metal_density.png
The die is cut into 27 by 27 equal tiles; dark purple is low, yellow is high, scaled to the fullest tile. Values are wire area over tile area, all layers added.
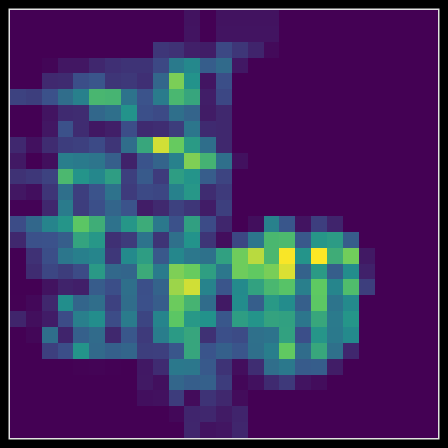
cell_density.png
Bar = 50 um. The die is cut into 13 by 13 equal tiles; dark purple is low, yellow is high, 0 to 100% covered.
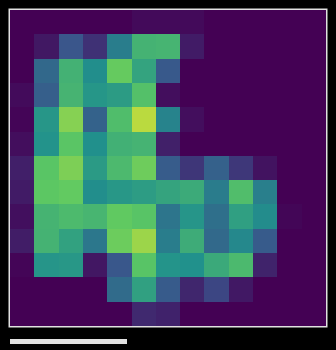
wires.png
Two of the layers only.
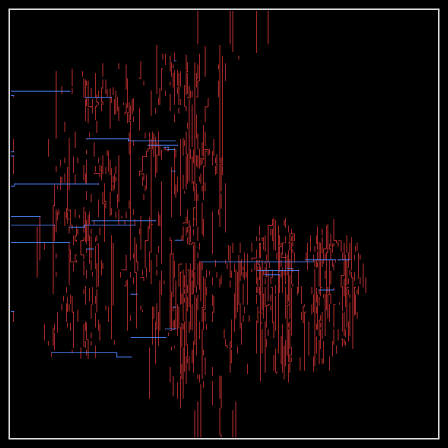
## src/rtl/nim_pkg.sv

```systemverilog
// Shared definitions for the Nim board button front-end.
package nim_pkg;

  localparam int unsigned NIM_N_BTN = 5;

  function automatic int unsigned btn_idx_w(input int unsigned n);
    return (n < 2) ? 1 : $clog2(n);
  endfunction

  localparam int unsigned BTN_IDX_W = btn_idx_w(NIM_N_BTN);

  localparam int unsigned BTN_UP    = 0;
  localparam int unsigned BTN_DOWN  = 1;
  localparam int unsigned BTN_LEFT  = 2;
  localparam int unsigned BTN_RIGHT = 3;
  localparam int unsigned BTN_SEL   = 4;

  typedef struct packed {
    logic [BTN_IDX_W-1:0] id;
    logic                 rep;
  } btn_evt_t;

endpackage

```

## src/rtl/btn_channel.sv

```systemverilog
// One button: 2-flop sync, tick-based debounce, press edge detect and hold-repeat timer.
module btn_channel #(
  parameter int unsigned DB_TICKS    = 16,
  parameter int unsigned REPEAT_DLY  = 500,
  parameter int unsigned REPEAT_RATE = 100,
  parameter bit          REPEAT_EN   = 1'b0
) (
  input  logic clk,
  input  logic rst_n,
  input  logic raw,
  input  logic tick,
  output logic level,
  output logic evt_pulse_c,
  output logic evt_rep_c
);

  localparam int unsigned CW   = $clog2(DB_TICKS) + 1;
  localparam int unsigned HMAX = (REPEAT_DLY > REPEAT_RATE) ? REPEAT_DLY : REPEAT_RATE;
  localparam int unsigned HW   = $clog2(HMAX) + 1;

  logic [1:0]    sync_q;
  logic [CW-1:0] cnt;
  logic [HW-1:0] hcnt;
  logic          first;
  logic          differ;
  logic          accept;
  logic          rise;
  logic          fall;
  logic          hold_due;
  logic [HW-1:0] target;

  assign differ   = sync_q[1] ^ level;
  assign accept   = tick && differ && (cnt == CW'(DB_TICKS - 1));
  assign rise     = accept && sync_q[1];
  assign fall     = accept && !sync_q[1];
  assign target   = first ? HW'(REPEAT_DLY - 1) : HW'(REPEAT_RATE - 1);
  // A hold that is ending on this tick no longer repeats.
  assign hold_due = tick && level && !fall && (hcnt == target);

  assign evt_pulse_c = rise;
  assign evt_rep_c   = REPEAT_EN && hold_due;

  always_ff @(posedge clk or negedge rst_n) begin
    if (!rst_n) begin
      sync_q <= '0;
      cnt    <= '0;
      level  <= 1'b0;
      hcnt   <= '0;
      first  <= 1'b1;
    end else begin
      sync_q <= {sync_q[0], raw};
      if (tick) begin
        if (!differ) begin
          cnt <= '0;
        end else if (accept) begin
          cnt   <= '0;
          level <= sync_q[1];
        end else begin
          cnt <= cnt + CW'(1);
        end

        // Hold timer: first interval is the initial delay, then the repeat rate.
        if (rise || fall) begin
          hcnt  <= '0;
          first <= 1'b1;
        end else if (level) begin
          if (hold_due) begin
            hcnt  <= '0;
            first <= 1'b0;
          end else begin
            hcnt <= hcnt + HW'(1);
          end
        end
      end
    end
  end

endmodule

```

## src/rtl/button_event_ctrl.sv

```systemverilog
// Button front-end: shared sample prescaler, per-button channels, and a round-robin event queue.
module button_event_ctrl
  import nim_pkg::*;
#(
  parameter int unsigned     N_BTN       = 5,
  parameter int unsigned     TICK_DIV    = 1000,
  parameter int unsigned     DB_TICKS    = 16,
  parameter int unsigned     REPEAT_DLY  = 500,
  parameter int unsigned     REPEAT_RATE = 100,
  parameter logic [N_BTN-1:0] REPEAT_EN  = {N_BTN{1'b0}}
) (
  input  logic                       clk,
  input  logic                       rst_n,
  input  logic [N_BTN-1:0]           btn_raw,
  output logic [N_BTN-1:0]           btn_level,
  output logic                       evt_valid,
  input  logic                       evt_ready,
  output logic [$clog2(N_BTN)-1:0]   evt_id,
  output logic                       evt_repeat,
  output logic                       overflow,
  input  logic                       ovf_clr
);

  localparam int unsigned IDW = btn_idx_w(N_BTN);
  localparam int unsigned IW1 = IDW + 1;
  localparam int unsigned PW  = (TICK_DIV > 1) ? $clog2(TICK_DIV) : 1;

  logic [PW-1:0]    pcnt;
  logic             tick;
  logic [N_BTN-1:0] press;
  logic [N_BTN-1:0] rep_hit;
  logic [N_BTN-1:0] pend;
  logic [N_BTN-1:0] pend_rep;
  logic [N_BTN-1:0] take;
  logic [N_BTN-1:0] drop;
  logic [IDW-1:0]   rr;
  logic [IDW-1:0]   sel;
  logic [IW1-1:0]   idx_w;
  logic             found;
  logic             load;

  assign tick = (pcnt == PW'(TICK_DIV - 1));
  assign load = !evt_valid || evt_ready;

  always_ff @(posedge clk or negedge rst_n) begin
    if (!rst_n) begin
      pcnt <= '0;
    end else if (tick) begin
      pcnt <= '0;
    end else begin
      pcnt <= pcnt + PW'(1);
    end
  end

  for (genvar g = 0; g < N_BTN; g++) begin : g_ch
    btn_channel #(
      .DB_TICKS   (DB_TICKS),
      .REPEAT_DLY (REPEAT_DLY),
      .REPEAT_RATE(REPEAT_RATE),
      .REPEAT_EN  (REPEAT_EN[g])
    ) u_ch (
      .clk        (clk),
      .rst_n      (rst_n),
      .raw        (btn_raw[g]),
      .tick       (tick),
      .level      (btn_level[g]),
      .evt_pulse_c(press[g]),
      .evt_rep_c  (rep_hit[g])
    );
  end

  // Round-robin search for the first pending channel at or above the pointer.
  always_comb begin
    found = 1'b0;
    sel   = '0;
    idx_w = '0;
    for (int unsigned k = 0; k < N_BTN; k++) begin
      idx_w = IW1'(rr) + IW1'(k);
      if (idx_w >= IW1'(N_BTN)) idx_w = idx_w - IW1'(N_BTN);
      if (!found && pend[IDW'(idx_w)]) begin
        found = 1'b1;
        sel   = IDW'(idx_w);
      end
    end
  end

  // A new event is dropped only if its channel is still pending and not being loaded now.
  always_comb begin
    take = '0;
    drop = '0;
    for (int unsigned i = 0; i < N_BTN; i++) begin
      take[i] = load && found && (sel == IDW'(i));
      drop[i] = (press[i] || rep_hit[i]) && pend[i] && !take[i];
    end
  end

  always_ff @(posedge clk or negedge rst_n) begin
    if (!rst_n) begin
      pend       <= '0;
      pend_rep   <= '0;
      evt_valid  <= 1'b0;
      evt_id     <= '0;
      evt_repeat <= 1'b0;
      overflow   <= 1'b0;
      rr         <= '0;
    end else begin
      for (int unsigned i = 0; i < N_BTN; i++) begin
        if ((press[i] || rep_hit[i]) && !drop[i]) begin
          pend[i]     <= 1'b1;
          pend_rep[i] <= !press[i];
        end else if (take[i]) begin
          pend[i] <= 1'b0;
        end
      end

      if (|drop) begin
        overflow <= 1'b1;
      end else if (ovf_clr) begin
        overflow <= 1'b0;
      end

      if (load) begin
        evt_valid <= found;
        if (found) begin
          evt_id     <= sel;
          evt_repeat <= pend_rep[sel];
          rr         <= (sel == IDW'(N_BTN - 1)) ? '0 : sel + IDW'(1);
        end
      end
    end
  end

endmodule

```

## config.mk

```make
export PLATFORM = sky130hd
export DESIGN_NAME = button_event_ctrl
export DESIGN_NICKNAME = d
export VERILOG_FILES = /design/src/rtl/nim_pkg.sv /design/src/rtl/btn_channel.sv /design/src/rtl/button_event_ctrl.sv
export SDC_FILE = /design/constraint.sdc
export NUM_CORES = 1
export LEC_CHECK = 0
export ABC_AREA = 1
export CORE_MARGIN = 8
export CORE_UTILIZATION = 30
export DETAILED_ROUTE_END_ITERATION = 8
export GPL_TIMING_DRIVEN = 1
export HOLD_SLACK_MARGIN = 0.03
export MAX_ROUTING_LAYER = met4
export SLEW_MARGIN = 20
export SYNTH_ARGS = -nofsm -noshare
export SYNTH_HDL_FRONTEND = slang
export SYNTH_SLANG_ARGS = --single-unit
```

## constraint.sdc

```tcl
create_clock -name clk -period 4.9 [get_ports clk]
set_input_delay 0.735 -clock clk [delete_from_list [all_inputs] [get_ports clk]]
set_output_delay 0.735 -clock clk [all_outputs]
set_load 0.01 [all_outputs]
```

==> impl_report.txt <==
=== SYNTHESIS / PLACE & ROUTE SUMMARY ===
----------------------------------------------------
[STA]
  Transition time of the tightest slew-check pin ........................ 720.8 ps
  Sum Neg Setup Slack ........................ 0 ps
  Maximum clock skew at final layout ........................ 7.140 ps
  Final setup vio count ........................ 0
  Worst slew margin relative to its limit ........................ 51.95%

[Worst hold path]
  Hold/Removal Path Class ........................ flip-flop to flip-flop

[CTS]
  Post-cts resize count ........................ 0

[Synth]
  Mux share ........................ 0%
  Number of library cell types mapped by synthesis ........................ 47
  Yosys adder share ........................ 6.100%
  Largest family of logic cells by area ........................ simple AND/OR/NAND/NOR gates
  Synth warnings ........................ 0
  Post-synthesis area per instance ........................ 8.079 um2

[Detailed routing]
  Total wirelength of the detailed-routed design ........................ 8993 um

[Status]
  Status ........................ finished clean

[Critical path]
  Required time at the endpoint of the critical path ........................ 5120 ps
  Worst-path fanout max ........................ 15
  Reg2reg end ........................ overflow$_DFFE_PN0P_

[Global route]
  Global routing met1 resource utilization ........................ 13.29%

[Placement]
  Port Buffers ........................ 19

[Floorplan]
  Die Footprint ........................ 0.01814 mm2
  Die y size ........................ 134.7 um

----------------------------------------------------
## Picture notes: metal_density.png
- nearly empty tiles: 48%
- mean over tiles: 0.077
- tiles over half the peak: 11%
- fullest tile: 0.47

## Picture notes: cell_density.png
- emptiest ninth of the die: top right
- densest ninth of the die: left middle
- fullest tile: 89%
- tiles over 75% full: 5.3%

## Picture notes: wires.png
- metal 2: red (wire length 4180 um)
- metal 3: blue (wire length 300 um)

area by class of cell:
class / instances / area (um2)
repair buffers: 21 / 200.2
multi-input cells: 373 / 2153
well taps: 180 / 225.2
flip-flops and latches: 69 / 1727
clock inverters: 7 / 76.32
inverters: 69 / 264.0
clock buffers: 9 / 225.2
fillers: 1422 / 8956
flip-flops by register name, summed over array words and instances (netlist names):
register	flops
evt_id	3
evt_repeat	1
evt_valid	1
g_ch.u_ch.cnt	25
g_ch.u_ch.level	5
g_ch.u_ch.sync_q	10
overflow	1
pcnt	10
pend	5
pend_rep	5
rr	3
synthesized netlist by cell type (3+ instances only):
master                     count
sky130_fd_sc_hd__inv_2         4
sky130_fd_sc_hd__xor2_1       10
sky130_fd_sc_hd__nor2_1       29
sky130_fd_sc_hd__inv_1        63
sky130_fd_sc_hd__ha_1         19
sky130_fd_sc_hd__nand3_1      59
sky130_fd_sc_hd__nand3_4       3
sky130_fd_sc_hd__nand2_4       3
sky130_fd_sc_hd__a31oi_1       3
sky130_fd_sc_hd__nand4_2       3
sky130_fd_sc_hd__nand3b_1      3
sky130_fd_sc_hd__o21ai_2       4
sky130_fd_sc_hd__a21boi_0      3
sky130_fd_sc_hd__xnor2_1       6
sky130_fd_sc_hd__dfrtp_1      69
sky130_fd_sc_hd__clkbuf_1      3
sky130_fd_sc_hd__nand3_2       3
sky130_fd_sc_hd__nand4_1      13
sky130_fd_sc_hd__nor3_1        3
sky130_fd_sc_hd__o21ai_0      29
sky130_fd_sc_hd__a21oi_1      10
sky130_fd_sc_hd__nand2_1     132
sky130_fd_sc_hd__nand2_2      11
sky130_fd_sc_hd__buf_4         5
stage by stage:
step	std cells	util [%]	hold WS (ps)	area, um2	setup WS [ps]
finish	728	35.23	349.9	4871	983.4
global route	728	35.23	353.0	4871	650.9
CTS	728	35.23	351.4	4871	1007
detailed placement	712	33.05	338.5	4569	1028
global placement	712	33.05	338.2	4569	1164
floorplan	523	-	331.2	4225	1576
placed cells by master, fill, tap and decap left out, types with 11 or more instances in the layout:
master and count:
sky130_fd_sc_hd__nand3_1 59, sky130_fd_sc_hd__ha_1 19, sky130_fd_sc_hd__nand2_2 11, sky130_fd_sc_hd__inv_1 63
sky130_fd_sc_hd__nand4_1 13, sky130_fd_sc_hd__nor2_1 29, sky130_fd_sc_hd__o21ai_0 29, sky130_fd_sc_hd__dfrtp_1 69
sky130_fd_sc_hd__clkdlybuf4s50_1 18, sky130_fd_sc_hd__nand2_1 132
power by group:
part | internal (mW) | switching, mW
registers | 0.633 | 0.0831
clock network | 0.395 | 0.249
logic | 0.743 | 1.46
how the worst max path moves through the flow:
stage / endpoint / slack [ps]
after floorplan: overflow$_DFFE_PN0P_ / 1580
after global placement: overflow$_DFFE_PN0P_ / 1160
after detailed placement: overflow$_DFFE_PN0P_ / 1030
after CTS: overflow$_DFFE_PN0P_ / 1010
after global routing: overflow$_DFFE_PN0P_ / 650
final: overflow$_DFFE_PN0P_ / 980
worst max-delay path, delay by kind of cell (launching register included):
family,cells,cell delay (ps)
flip-flops,1,610
buffers and inverters,6,640
AND/OR/NAND/NOR,14,1350
AND-OR/OR-AND,2,310
adder cells (fa/ha/maj),4,860
Power and IR drop assume default switching activity.
